Figure 1. Metal 1 (run 1).
Supply wires on this layer in grey.
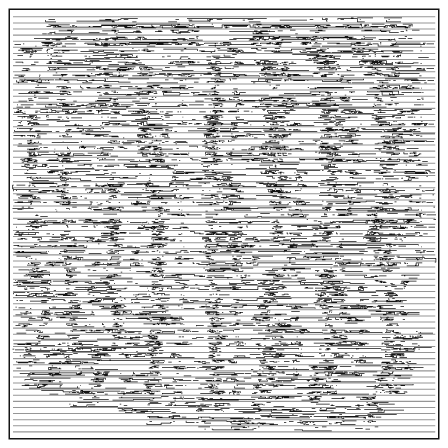
Figure 2. The metal 2 layer (run 1).
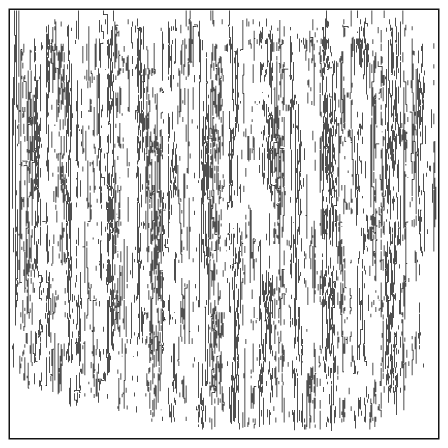
Figure 3. M3 wires (run 1).
The bar under the picture is 50 µm long.
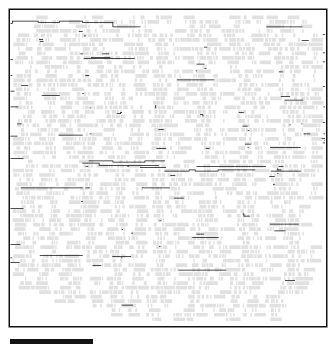
[src/rtl/cic_interp.sv]
// cic_interp: N-stage CIC interpolator (comb at input rate, zero-stuff by RATE,
// pipelined integrators at output rate, arithmetic-shift output scaling).
// Valid/ready handshake on both sides; back-pressure stalls the integrators.
//
// Ports:
//   clk        clock
//   rst        synchronous active-high reset
//   in_data    signed input sample (IN_W)
//   in_valid   input sample present
//   in_ready   filter accepts in_data this cycle (combinational)
//   out_data   signed interpolated sample (OUT_W), registered
//   out_valid  out_data valid, registered
//   out_ready  downstream consumes out_data this cycle
//
// Build option: define CIC_ROUND_EN to round half up before the output shift
// (no effect when ACC_W == OUT_W). Default build truncates.
//
// Parameter constraints: N_STAGES >= 1, RATE >= 2, DIFF_DELAY in {1,2},
// OUT_W <= ACC_W.
module cic_interp #(
    parameter int unsigned IN_W       = 16,
    parameter int unsigned OUT_W      = 16,
    parameter int unsigned N_STAGES   = 4,
    parameter int unsigned RATE       = 8,
    parameter int unsigned DIFF_DELAY = 1
) (
    input  logic                    clk,
    input  logic                    rst,
    input  logic signed [IN_W-1:0]  in_data,
    input  logic                    in_valid,
    output logic                    in_ready,
    output logic signed [OUT_W-1:0] out_data,
    output logic                    out_valid,
    input  logic                    out_ready
);

    localparam int unsigned ACC_W = IN_W + N_STAGES * $clog2(RATE * DIFF_DELAY);
    localparam int unsigned SHIFT = ACC_W - OUT_W;
    localparam int unsigned PH_W  = $clog2(RATE);

    typedef logic signed [ACC_W-1:0] acc_t;

`ifdef CIC_ROUND_EN
    // Half-LSB of the output grid; zero when no bits are dropped.
    localparam acc_t RND = (SHIFT > 0) ? (acc_t'(1) << (SHIFT - 1)) : acc_t'(0);
`else
    localparam acc_t RND = acc_t'(0);
`endif

    acc_t                    comb_in  [N_STAGES];
    acc_t                    comb_out;
    acc_t                    dly_q    [N_STAGES][DIFF_DELAY];
    acc_t                    dly_d    [N_STAGES][DIFF_DELAY];
    acc_t                    integ_q  [N_STAGES];
    acc_t                    integ_d  [N_STAGES];
    acc_t                    hold_q, hold_d;
    logic                    hold_valid_q, hold_valid_d;
    logic [PH_W-1:0]         phase_q, phase_d;
    logic signed [OUT_W-1:0] out_data_q, out_data_d;
    logic                    out_valid_q, out_valid_d;
    logic                    phase_zero;
    logic                    adv;
    logic                    accept;
    acc_t                    upsamp;
    acc_t                    scaled;

    // Comb chain: a running temporary keeps the chain free of array self-loops.
    always_comb begin
        acc_t c;
        c = {{(ACC_W - IN_W){in_data[IN_W-1]}}, in_data};
        for (int k = 0; k < int'(N_STAGES); k++) begin
            comb_in[k] = c;
            c          = c - dly_q[k][DIFF_DELAY-1];
        end
        comb_out = c;
    end

    // Handshake, upsampler, integrators and output register next-state.
    always_comb begin
        dly_d        = dly_q;
        integ_d      = integ_q;
        hold_d       = hold_q;
        hold_valid_d = hold_valid_q;
        phase_d      = phase_q;
        out_data_d   = out_data_q;
        out_valid_d  = out_valid_q;

        phase_zero = (phase_q == '0);
        adv        = (!out_valid_q || out_ready) && (!phase_zero || hold_valid_q);
        // A consume at phase 0 frees hold in the same cycle, allowing full rate.
        in_ready   = !rst && (!hold_valid_q || (adv && phase_zero));
        accept     = in_valid && in_ready;
        upsamp     = phase_zero ? hold_q : acc_t'(0);
        scaled     = (integ_q[N_STAGES-1] + RND) >>> SHIFT;

        if (accept) begin
            for (int k = 0; k < int'(N_STAGES); k++) begin
                dly_d[k][0] = comb_in[k];
                for (int d = 1; d < int'(DIFF_DELAY); d++) begin
                    dly_d[k][d] = dly_q[k][d-1];
                end
            end
        end

        if (adv) begin
            // Each stage adds the previous stage's pre-edge value (one cycle per stage).
            integ_d[0] = integ_q[0] + upsamp;
            for (int k = 1; k < int'(N_STAGES); k++) begin
                integ_d[k] = integ_q[k] + integ_q[k-1];
            end
            out_data_d  = scaled[OUT_W-1:0];
            out_valid_d = 1'b1;
            phase_d     = (phase_q == PH_W'(RATE - 1)) ? '0 : phase_q + PH_W'(1);
            if (phase_zero) begin
                hold_valid_d = 1'b0;
            end
        end else if (out_ready) begin
            out_valid_d = 1'b0;
        end

        if (accept) begin
            hold_d       = comb_out;
            hold_valid_d = 1'b1;
        end
    end

    // State registers.
    always_ff @(posedge clk) begin
        if (rst) begin
            for (int k = 0; k < int'(N_STAGES); k++) begin
                integ_q[k] <= '0;
                for (int d = 0; d < int'(DIFF_DELAY); d++) begin
                    dly_q[k][d] <= '0;
                end
            end
            hold_q       <= '0;
            hold_valid_q <= 1'b0;
            phase_q      <= '0;
            out_data_q   <= '0;
            out_valid_q  <= 1'b0;
        end else begin
            dly_q        <= dly_d;
            integ_q      <= integ_d;
            hold_q       <= hold_d;
            hold_valid_q <= hold_valid_d;
            phase_q      <= phase_d;
            out_data_q   <= out_data_d;
            out_valid_q  <= out_valid_d;
        end
    end

    assign out_data  = out_data_q;
    assign out_valid = out_valid_q;

endmodule

[config.mk]
export PLATFORM = sky130hd
export DESIGN_NAME = cic_interp
export DESIGN_NICKNAME = d
export VERILOG_FILES = /design/src/rtl/cic_interp.sv
export SDC_FILE = /design/constraint.sdc
export NUM_CORES = 1
export LEC_CHECK = 0
export ABC_AREA = 0
export CELL_PAD_IN_SITES_DETAIL_PLACEMENT = 0
export CELL_PAD_IN_SITES_GLOBAL_PLACEMENT = 1
export CORE_UTILIZATION = 49
export CTS_BUF_LIST = sky130_fd_sc_hd__clkbuf_16
export DETAILED_ROUTE_END_ITERATION = 12
export DONT_BUFFER_PORTS = 1
export GPL_TIMING_DRIVEN = 1
export PLACE_DENSITY = 0.78
export RECOVER_POWER = 25
export SLEW_MARGIN = 20
export SYNTH_ARGS = -nofsm -noshare
export SYNTH_HDL_FRONTEND = slang
export SYNTH_SLANG_ARGS = --single-unit
[constraint.sdc]
create_clock -name clk -period 11 [get_ports clk]
set_clock_uncertainty 0.05 [all_clocks]
set_input_delay 2.75 -clock clk [delete_from_list [all_inputs] [get_ports clk]]
set_output_delay 2.75 -clock clk [all_outputs]
set_load 0.01 [all_outputs]
==> flow_metrics.py, run 1 <==
# Metrics from the implementation run
metrics = {
    "sta": {
        "slew_violations": 223,
        "finalCriticalPeriod_ns": 9.37,
        "rsz0062_at_grt": "no",
        "finalHoldViolCount": 0,
    },
    "drt": {
        "top_layer": "met4",
        "firstDrtPassIters": 5,
        "viasPerCell": 5.58,
        "drc": 0,
    },
    "synthesis": {
        "ys_sh_xor_pct": 6.37,
        "fp_nets": 2449,
        "ys_seq_share_pct": 27.5,
        "edf_count": 0,
        "async_flop_share_pct": 0,
    },
    "status": {
        "outcome": "complete, but fails checks",
        "violations": "capacitance limit, slew limit",
    },
    "floorplan": {
        "fp_util_pct": 50.1,
        "row_count": 68,
        "die_y_um": 191,
    },
    "power": {
        "p_clk_mw": 0.872,
        "p_seq_share_pct": 18.3,
        "pwr-share-clk_pct": 13.7,
        "power-top-group": "combinational cells",
        "power.density_mw_per_mm2": 344,
    },
    "clock_network": {
        "ctsHoldBuffers": 0,
        "cts_sinks": 240,
        "cts_buffer_depth": 3,
        "ctsRootBufferMaster": "clkbuf_16",
    },
    "setup_path": {
        "startpoint_type": "input port",
        "worst-setup-path-type": "in2reg",
        "critPathRequiredTime_ns": 11.31,
    },
    "layout": {
        "drive_gt1_share_pct": 3.56,
        "nClkBuffers": 29,
        "layout_top_cell": "nand2_1",
        "final_layout_top_logic_cells": "312 x nand2_1, 240 x dfxtp_1, 214 x a21oi_1, 189 x ha_1, 124 x inv_1",
        "final_core_util_pct": 53.3,
        "regArea_mm2": 0.00480,
        "n_fill_cell": 3392,
    },
    "flow_run": {
        "cap_violations": 4,
        "openroad.warnings": 29,
    },
    "global_routing": {
        "met1_usage_pct": 24.4,
        "grt_overflow": 0,
        "antenna_found_initial": 0,
    },
}
Notes on Figure 1 above:
- wire length on this layer: 17600 µm
- share of all routed wire: 46%

Notes on Figure 2 above:
- share of all routed wire: 49%
- main direction: vertical
vias post-DR: 14800
WL final: 38.0 mm
M2 GR Usage: 39.8%

Notes on Figure 3 above:
- longest straight run: 41.6 µm
- nets with wire on the layer: 58
- share of all routed wire: 2.1%
- main direction: horizontal

==> inputs of run 2 (changes only) <==
- ABC_AREA: 0 -> default
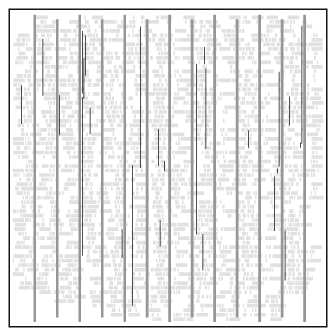
Figure 4: run 2, the metal 4 layer.
Supply wires on this layer in grey.
- wire length on this layer: 914 µm
- main direction: vertical
- share of all routed wire: 2.4%
- nets with wire on the layer: 15
- longest straight run: 103 µm

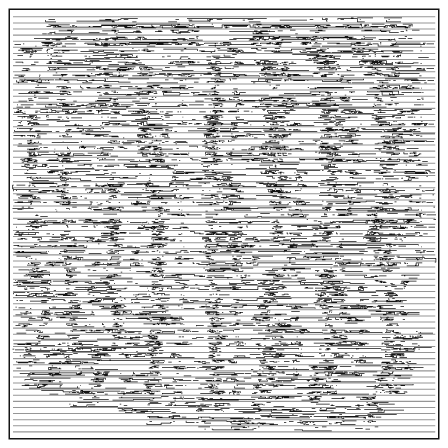
Figure 5: run 2, metal 1.
Supply wires on this layer in grey.
- longest straight run: 35.4 µm
- nets with wire on the layer: 2307
- wire length on this layer: 17600 µm
- main direction: horizontal
grt met1 use: 24.4%

==> run 2 against run 1 <==
The flow still finishes with violations (capacitance limit, slew limit). Register-to-register slack hardly changed. Largest cell class unchanged. Sequential power hardly changed. Combinational power hardly changed. Sequential share of layout area stayed put. Critical path depth stayed put. Count of clock-buffer cells in the layout stayed put. Die area stayed put. Final area stayed put. Non-clock buffer count stayed put. Maximum frequency stayed put. Via count stayed put. First-iteration DRC count stayed put.
==> flow_metrics.py, run 2 <==
# Metrics from the implementation run
metrics = {
    "layout": {
        "layout_top_cell": "nand2_1",
        "final_core_util_pct": 53.3,
        "nClkBuffers": 29,
        "regArea_mm2": 0.00480,
        "final_layout_top_logic_cells": "312 x nand2_1, 240 x dfxtp_1, 214 x a21oi_1, 189 x ha_1, 124 x inv_1",
        "n_fill_cell": 3392,
    },
    "flow_run": {
        "openroad.warnings": 29,
        "cap_violations": 4,
    },
    "synthesis": {
        "ys_sh_xor_pct": 6.37,
        "fp_nets": 2449,
        "edf_count": 0,
        "ys_seq_share_pct": 27.5,
    },
    "clock_network": {
        "cts_buffer_depth": 3,
        "ctsHoldBuffers": 0,
        "ctsRootBufferMaster": "clkbuf_16",
        "cts_sinks": 240,
    },
    "power": {
        "comb-power_mw": 4.34,
        "power-top-group": "combinational cells",
        "pwr-share-clk_pct": 13.7,
        "p_seq_share_pct": 18.3,
        "power.density_mw_per_mm2": 344,
        "p_sw_share_pct": 46.9,
        "p_clk_mw": 0.872,
    },
    "floorplan": {
        "die_y_um": 191,
        "fp_util_pct": 50.1,
    },
    "sta": {
        "rsz0062_at_grt": "no",
        "finalHoldViolCount": 0,
        "finalCriticalPeriod_ns": 9.37,
        "slew_violations": 223,
    },
    "setup_path": {
        "startpoint_type": "input port",
        "worst-setup-path-type": "in2reg",
        "critPathRequiredTime_ns": 11.31,
    },
    "drt": {
        "num_vias": 14800,
        "firstDrtPassIters": 5,
        "drc": 0,
        "top_layer": "met4",
        "wirelength_mm": 38.0,
        "viasPerCell": 5.58,
    },
    "status": {
        "outcome": "complete, but fails checks",
        "violations": "capacitance limit, slew limit",
    },
    "global_routing": {
        "grtUsageMet2_pct": 39.8,
        "grt_overflow": 0,
    },
}
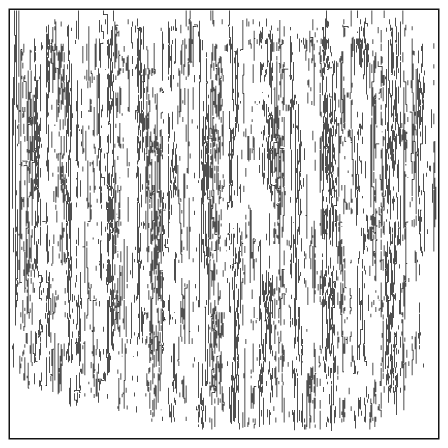
Figure 6: run 2, the metal 2 layer.
- longest straight run: 65.6 µm
- share of all routed wire: 49%
- wire length on this layer: 18700 µm

Power is estimated from default activity; no workload was simulated.
